--- config.mk ---
export PLATFORM = sky130hd
export DESIGN_NAME = axi_rdata_router
export DESIGN_NICKNAME = d
export VERILOG_FILES = /design/src/rtl/axi_pkg.sv /design/src/rtl/axi_rr_arbiter.sv /design/src/rtl/axi_rdata_router.sv
export SDC_FILE = /design/constraint.sdc
export NUM_CORES = 1
export LEC_CHECK = 0
export CAP_MARGIN = 0
export CORE_AREA = 2 2 125 127
export CTS_CLUSTER_SIZE = 40
export DETAILED_ROUTE_END_ITERATION = 10
export DIE_AREA = 0 0 127 129
export PLACE_DENSITY = 0.64
export SLEW_MARGIN = 20
export SYNTH_ARGS = -nofsm -noshare
export SYNTH_HDL_FRONTEND = slang
export SYNTH_SLANG_ARGS = --single-unit
--- constraint.sdc ---
create_clock -name clk -period 3.07 [get_ports clk]
set_clock_uncertainty 0.05 [all_clocks]
set_input_delay 0.307 -clock clk [delete_from_list [all_inputs] [get_ports clk]]
set_output_delay 0.307 -clock clk [all_outputs]
set_load 0.03 [all_outputs]
--- src/rtl/axi_pkg.sv ---
// rtl/axi_pkg.sv - shared AXI response codes and read-data router state encoding
package axi_pkg;

  localparam logic [1:0] RESP_OKAY   = 2'b00;
  localparam logic [1:0] RESP_DECERR = 2'b11;

  typedef enum logic {
    ST_IDLE = 1'b0,
    ST_LOCK = 1'b1
  } router_state_e;

endpackage

--- src/rtl/axi_rr_arbiter.sv ---
// rtl/axi_rr_arbiter.sv - combinational round-robin arbiter with pointer input
module axi_rr_arbiter #(
  parameter int N  = 5,
  parameter int IW = (N > 1) ? $clog2(N) : 1
) (
  input  logic [N-1:0]  i_req,
  input  logic [IW-1:0] i_ptr,
  output logic [N-1:0]  o_grant_oh,
  output logic [IW-1:0] o_grant_idx,
  output logic          o_any
);

  logic          w_hi_found;
  logic [IW-1:0] w_hi_idx;
  logic [IW-1:0] w_lo_idx;

  // Lowest requester at or above the pointer wins; otherwise wrap to the lowest requester overall.
  always_comb begin
    w_hi_found = 1'b0;
    w_hi_idx   = '0;
    w_lo_idx   = '0;
    for (int j = N - 1; j >= 0; j--) begin
      if (i_req[j] && (IW'(j) >= i_ptr)) begin
        w_hi_found = 1'b1;
        w_hi_idx   = IW'(j);
      end
      if (i_req[j]) begin
        w_lo_idx = IW'(j);
      end
    end
    o_any       = |i_req;
    o_grant_idx = w_hi_found ? w_hi_idx : w_lo_idx;
    o_grant_oh  = '0;
    for (int j = 0; j < N; j++) begin
      o_grant_oh[j] = o_any && (IW'(j) == o_grant_idx);
    end
  end

endmodule

--- src/rtl/axi_rdata_router.sv ---
// rtl/axi_rdata_router.sv - AXI R-channel router from slaves plus a default DECERR slave to masters
module axi_rdata_router
  import axi_pkg::*;
#(
  parameter int  NUM_M     = 3,
  parameter int  NUM_S     = 4,
  parameter int  ID_BITS   = 4,
  parameter int  DATA_BITS = 32,
  localparam int MB        = $clog2(NUM_M),
  localparam int MBW       = (MB > 0) ? MB : 1,
  localparam int SID       = ID_BITS + MB
) (
  input  logic                       clk,
  input  logic                       rst,
  input  logic [NUM_S*SID-1:0]       s_rid,
  input  logic [NUM_S*DATA_BITS-1:0] s_rdata,
  input  logic [NUM_S*2-1:0]         s_rresp,
  input  logic [NUM_S-1:0]           s_rlast,
  input  logic [NUM_S-1:0]           s_rvalid,
  output logic [NUM_S-1:0]           s_rready,
  output logic [NUM_M*ID_BITS-1:0]   m_rid,
  output logic [NUM_M*DATA_BITS-1:0] m_rdata,
  output logic [NUM_M*2-1:0]         m_rresp,
  output logic [NUM_M-1:0]           m_rlast,
  output logic [NUM_M-1:0]           m_rvalid,
  input  logic [NUM_M-1:0]           m_rready,
  input  logic                       err_req_valid,
  output logic                       err_req_ready,
  input  logic [MBW-1:0]             err_req_master,
  input  logic [ID_BITS-1:0]         err_req_id,
  input  logic [7:0]                 err_req_len,
  output logic [NUM_S:0]             finish,
  output logic                       route_err
);

  localparam int NUM_SRC = NUM_S + 1;
  localparam int SW      = $clog2(NUM_SRC);

  // Source view: real slaves first, default slave at index NUM_S
  logic [NUM_SRC-1:0]   w_src_valid;
  logic [NUM_SRC-1:0]   w_src_last;
  logic [SID-1:0]       w_src_id   [NUM_SRC];
  logic [DATA_BITS-1:0] w_src_data [NUM_SRC];
  logic [1:0]           w_src_resp [NUM_SRC];

  // Default slave context
  logic                 r_err_pending;
  logic [MBW-1:0]       r_err_master;
  logic [ID_BITS-1:0]   r_err_id;
  logic [7:0]           r_err_cnt;
  logic                 w_err_acc;
  logic                 w_def_hs;

  // Arbitration and FSM
  router_state_e        r_state;
  router_state_e        w_state_nxt;
  logic [SW-1:0]        r_grant;
  logic [SW-1:0]        w_grant_nxt;
  logic [SW-1:0]        r_rr_ptr;
  logic [SW-1:0]        w_rr_ptr_nxt;
  logic [SW-1:0]        w_arb_idx;
  logic [NUM_SRC-1:0]   w_arb_oh;
  logic                 w_arb_any;
  logic [SW-1:0]        w_grant;
  logic [NUM_SRC-1:0]   w_grant_oh;

  // Granted beat
  logic                 w_gvalid;
  logic [SID-1:0]       w_gid;
  logic [DATA_BITS-1:0] w_gdata;
  logic [1:0]           w_gresp;
  logic                 w_glast;
  logic [SID-1:0]       w_target;
  logic                 w_tgt_ok;
  logic                 w_tgt_rdy;
  logic                 w_hs;
  logic                 w_last_hs;

  function automatic logic [SW-1:0] f_next_src(input logic [SW-1:0] g);
    if (g == SW'(NUM_SRC - 1)) begin
      f_next_src = '0;
    end else begin
      f_next_src = g + SW'(1);
    end
  endfunction

  for (genvar s = 0; s < NUM_S; s++) begin : g_src
    assign w_src_valid[s] = s_rvalid[s];
    assign w_src_last[s]  = s_rlast[s];
    assign w_src_id[s]    = s_rid[s*SID +: SID];
    assign w_src_data[s]  = s_rdata[s*DATA_BITS +: DATA_BITS];
    assign w_src_resp[s]  = s_rresp[s*2 +: 2];
  end

  // The default slave answers a decode error with zero data and DECERR, rlast on the final count.
  assign w_src_valid[NUM_S] = r_err_pending;
  assign w_src_last[NUM_S]  = (r_err_cnt == 8'd0);
  assign w_src_id[NUM_S]    = SID'({r_err_master, r_err_id});
  assign w_src_data[NUM_S]  = '0;
  assign w_src_resp[NUM_S]  = RESP_DECERR;

  axi_rr_arbiter #(
    .N  (NUM_SRC),
    .IW (SW)
  ) u_arb (
    .i_req       (w_src_valid),
    .i_ptr       (r_rr_ptr),
    .o_grant_oh  (w_arb_oh),
    .o_grant_idx (w_arb_idx),
    .o_any       (w_arb_any)
  );

  // In IDLE the arbiter picks this cycle; in LOCK the registered grant holds the burst.
  assign w_grant    = (r_state == ST_IDLE) ? w_arb_idx : r_grant;
  assign w_grant_oh = (r_state == ST_IDLE) ? w_arb_oh : (NUM_SRC'(1) << r_grant);
  assign w_gvalid   = rst & ((r_state == ST_IDLE) ? w_arb_any : w_src_valid[r_grant]);
  assign w_gid      = w_src_id[w_grant];
  assign w_gdata    = w_src_data[w_grant];
  assign w_gresp    = w_src_resp[w_grant];
  assign w_glast    = w_src_last[w_grant];
  assign w_target   = w_gid >> ID_BITS;
  assign w_tgt_ok   = (w_target < SID'(NUM_M));

  // Ready of the targeted master; unmapped targets are handled by the sink path below.
  always_comb begin
    w_tgt_rdy = 1'b0;
    for (int m = 0; m < NUM_M; m++) begin
      if (w_target == SID'(m)) begin
        w_tgt_rdy = m_rready[m];
      end
    end
  end

  // Beats aimed at a nonexistent master are sunk so the slave burst can still complete.
  assign w_hs      = w_gvalid & (w_tgt_ok ? w_tgt_rdy : 1'b1);
  assign w_last_hs = w_hs & w_glast;
  assign s_rready  = w_hs ? w_grant_oh[NUM_S-1:0] : '0;
  assign finish    = w_last_hs ? w_grant_oh : '0;

  // Only the targeted master sees the granted beat; everything else is driven to zero.
  always_comb begin
    m_rvalid = '0;
    m_rid    = '0;
    m_rdata  = '0;
    m_rresp  = '0;
    m_rlast  = '0;
    for (int m = 0; m < NUM_M; m++) begin
      if (w_gvalid && w_tgt_ok && (w_target == SID'(m))) begin
        m_rvalid[m]                          = 1'b1;
        m_rid[m*ID_BITS +: ID_BITS]          = w_gid[ID_BITS-1:0];
        m_rdata[m*DATA_BITS +: DATA_BITS]    = w_gdata;
        m_rresp[m*2 +: 2]                    = w_gresp;
        m_rlast[m]                           = w_glast;
      end
    end
  end

  // Next-state logic: single-beat bursts stay in IDLE, longer ones lock the grant until rlast.
  always_comb begin
    w_state_nxt  = r_state;
    w_grant_nxt  = r_grant;
    w_rr_ptr_nxt = r_rr_ptr;
    case (r_state)
      ST_IDLE: begin
        if (w_gvalid) begin
          if (w_last_hs) begin
            w_rr_ptr_nxt = f_next_src(w_grant);
          end else begin
            w_state_nxt = ST_LOCK;
            w_grant_nxt = w_grant;
          end
        end
      end
      ST_LOCK: begin
        if (w_last_hs) begin
          w_state_nxt  = ST_IDLE;
          w_rr_ptr_nxt = f_next_src(r_grant);
        end
      end
      default: begin
        w_state_nxt = ST_IDLE;
      end
    endcase
  end

  // FSM state, locked grant and round-robin pointer registers.
  always_ff @(posedge clk or negedge rst) begin
    if (!rst) begin
      r_state  <= ST_IDLE;
      r_grant  <= '0;
      r_rr_ptr <= '0;
    end else begin
      r_state  <= w_state_nxt;
      r_grant  <= w_grant_nxt;
      r_rr_ptr <= w_rr_ptr_nxt;
    end
  end

  // A new error request is only taken when no DECERR burst is outstanding.
  assign err_req_ready = rst & ~r_err_pending;
  assign w_err_acc     = err_req_valid & err_req_ready;
  assign w_def_hs      = w_hs & (w_grant == SW'(NUM_S));

  // Default-slave request capture and beat countdown.
  always_ff @(posedge clk or negedge rst) begin
    if (!rst) begin
      r_err_pending <= 1'b0;
      r_err_master  <= '0;
      r_err_id      <= '0;
      r_err_cnt     <= 8'd0;
    end else if (w_err_acc) begin
      r_err_pending <= 1'b1;
      r_err_master  <= err_req_master;
      r_err_id      <= err_req_id;
      r_err_cnt     <= err_req_len;
    end else if (w_def_hs) begin
      if (r_err_cnt == 8'd0) begin
        r_err_pending <= 1'b0;
      end else begin
        r_err_cnt <= r_err_cnt - 8'd1;
      end
    end
  end

  // Sticky flag for any beat whose ID names a master that does not exist.
  always_ff @(posedge clk or negedge rst) begin
    if (!rst) begin
      route_err <= 1'b0;
    end else if (w_hs && !w_tgt_ok) begin
      route_err <= 1'b1;
    end
  end

endmodule

==> GITHUB_STEP_SUMMARY <==
## PnR job results

| Metric | Value |
|---|---|
| Slowest cell on crit path | dfrtp_2 |
| Finished Layout Cells | 1,084 |
| Antenna violations before repair | 0 |
| Post-synth top flop | dfrtp_1 |
| Crit-path cells | and3b_1 > or3_4 > buf_4 > a31o_2 > a311oi_2 > o21a_1 > o21ai_1 > and3_4 > or3_4 > a21oi_4 > buf_6 |
| Post-synthesis chip area from yosys | 0.00357 mm2 |
| Initial DRT Pass Iterations | 5 |
| Total internal power | 4.29 mW |
| Clock group power | 0.289 mW |
| Netlist cell types | 57 |
| Sw Share | 52.7% |
| Status | complete, but fails checks |
| Max-cap violations | 0 |
| EDFF count, synth | 0 |
| Flop area | 577 um2 |
| Largest stage delay on the critical path | 450 ps |
| First-pass GRT wire length | 31.2 mm |
| Synth area leaders | mux4_2, dfrtp_1, nor2_1 |
| Worst Slack Setup Final | -424 ps |
| H-tree lvl count | 1 |
| Crit share post-route | 114% |
| Startpoint types | flip-flop |
| Most flop-heavy register | r_err_cnt |
| Final setup fails | 140 |
| Met2 routed WL | 11.7 mm |
| CP Launch Point | r_rr_ptr[1]$_DFFE_PN0P_ |
| Final Hold Vio Count | 0 |
| Area growth from synthesis to layout | 151% |
| Multi-input combinational area share | 39.9% |
| Most Frequent Cell on Critical Path | or3_4 |
| Final #Nets | 1,093 |
| Net Sw Power | 4.78 mW |
| Final min period | 3490 ps |
| Pwr Total | 9.07 mW |
| Violated checks | negative setup slack |
| Routability cong. | 0.964 |
| Congestion Overflow GR | 0 |
| Ys async rst share | 100% |
| Combinational gates | 417 |
| Max Root-Sink Buffers | 2 |
| Vias/cell | 5.04 |
| Pre-CTS WS | -809 ps |
==> synthesized netlist by cell type (all sizes together) (9+ instances only) <==
cell type  number
mux4           35
dfrtp          23
clkbuf         28
nand2          93
nor2          138
inv            14
a31oi           9
nand3          22
buf             9
a21oi           9
and3            9
==> cell usage in the layout (no fill, tap or decap), types with 5 or more instances in the layout <==
master,Yosys,routed
clkdlybuf4s50_1,0,185
buf_4,0,137
buf_6,2,85
nand2_1,93,79
nor2_2,1,60
nor2_4,0,45
mux4_2,35,35
nor2_1,137,33
dfrtp_1,23,22
nand3_1,22,19
buf_12,0,19
inv_1,14,13
nand2_2,0,12
a31oi_1,9,9
and3_1,9,7
ha_1,8,7
mux2_4,4,6
a21oi_1,9,5
or3_1,7,5
o31ai_1,5,5
buf_16,0,5
==> worst max-delay path by stage <==
| stage | endpoint | slack [ps] | depth (start not counted) |
|---|---|---|---|
| finish | finish[4] | -420 | 11 |
| global route | m_rdata[56] | -540 | 14 |
| CTS | m_rdata[67] | -410 | 13 |
| detailed placement | m_rresp[0] | -810 | 12 |
| global placement | m_rresp[0] | -780 | 12 |
| floorplan | finish[4] | -300 | 12 |
==> cells by family after synthesis <==
| kind of cell | share of synthesized area [%] |
|---|---|
| compound gates | 13.4 |
| buf+inv | 6.11 |
| mux | 25.3 |
| fa+ha+maj | 2.81 |
| flops | 16.1 |
| simple gates | 36.2 |
==> worst max-delay path, delay by kind of cell, from the launching register on <==
kind	cells	cell delay, ps
flip-flops	1	450
AND/OR/NAND/NOR	4	1120
buffers and inverters	2	310
AND-OR/OR-AND	5	1000
==> routing by layer <==
layer  vias up  track usage (%)
li1       2563                -
met1      2659             30.8
met2       219             45.7
met3        22             2.91
met4         0             2.78
met5         -                0
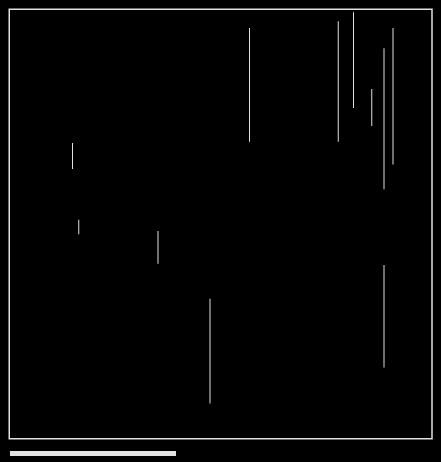
Figure 1: the metal 4 layer.
Scale bar: 50 um.
share of all routed wire: 1.3%
main direction: vertical
longest straight run: 42.2 um
nets with wire on the layer: 11
detailed-route via count: 5,463
Total Wirelength: 21.7 mm

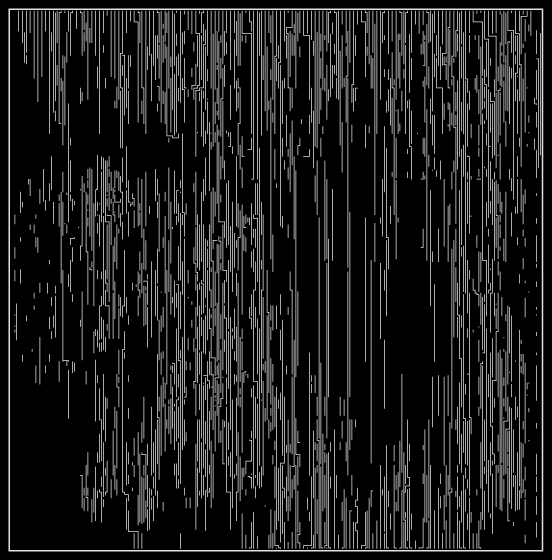
Figure 2: signal wires on met2.
nets with wire on the layer: 980
main direction: vertical
longest straight run: 52.7 um
share of all routed wire: 54%
wire length on this layer: 11,700 um
met2 usage in global routing: 45.7%

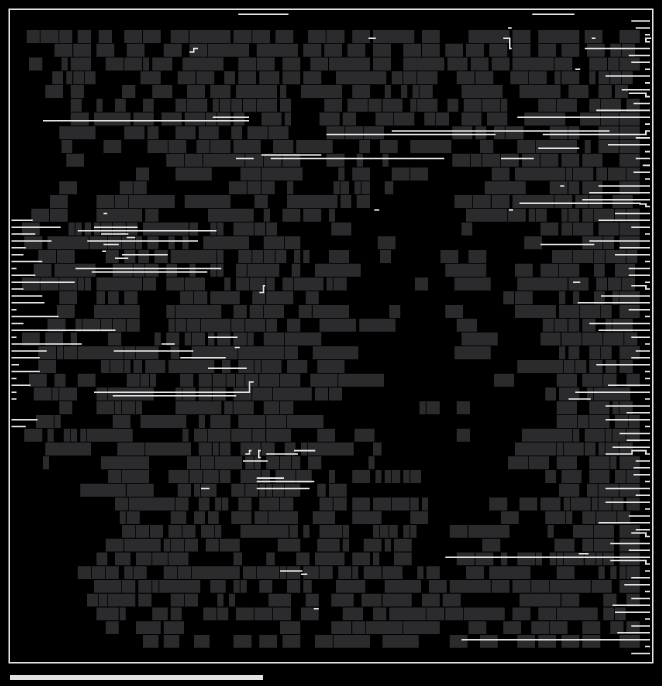
Figure 3: met3 routing.
Scale bar: 50 um.
nets with wire on the layer: 165
longest straight run: 42.8 um
met3 GRT Util: 2.91%

Power figures rest on the tool's default switching activity, not on a simulated workload.
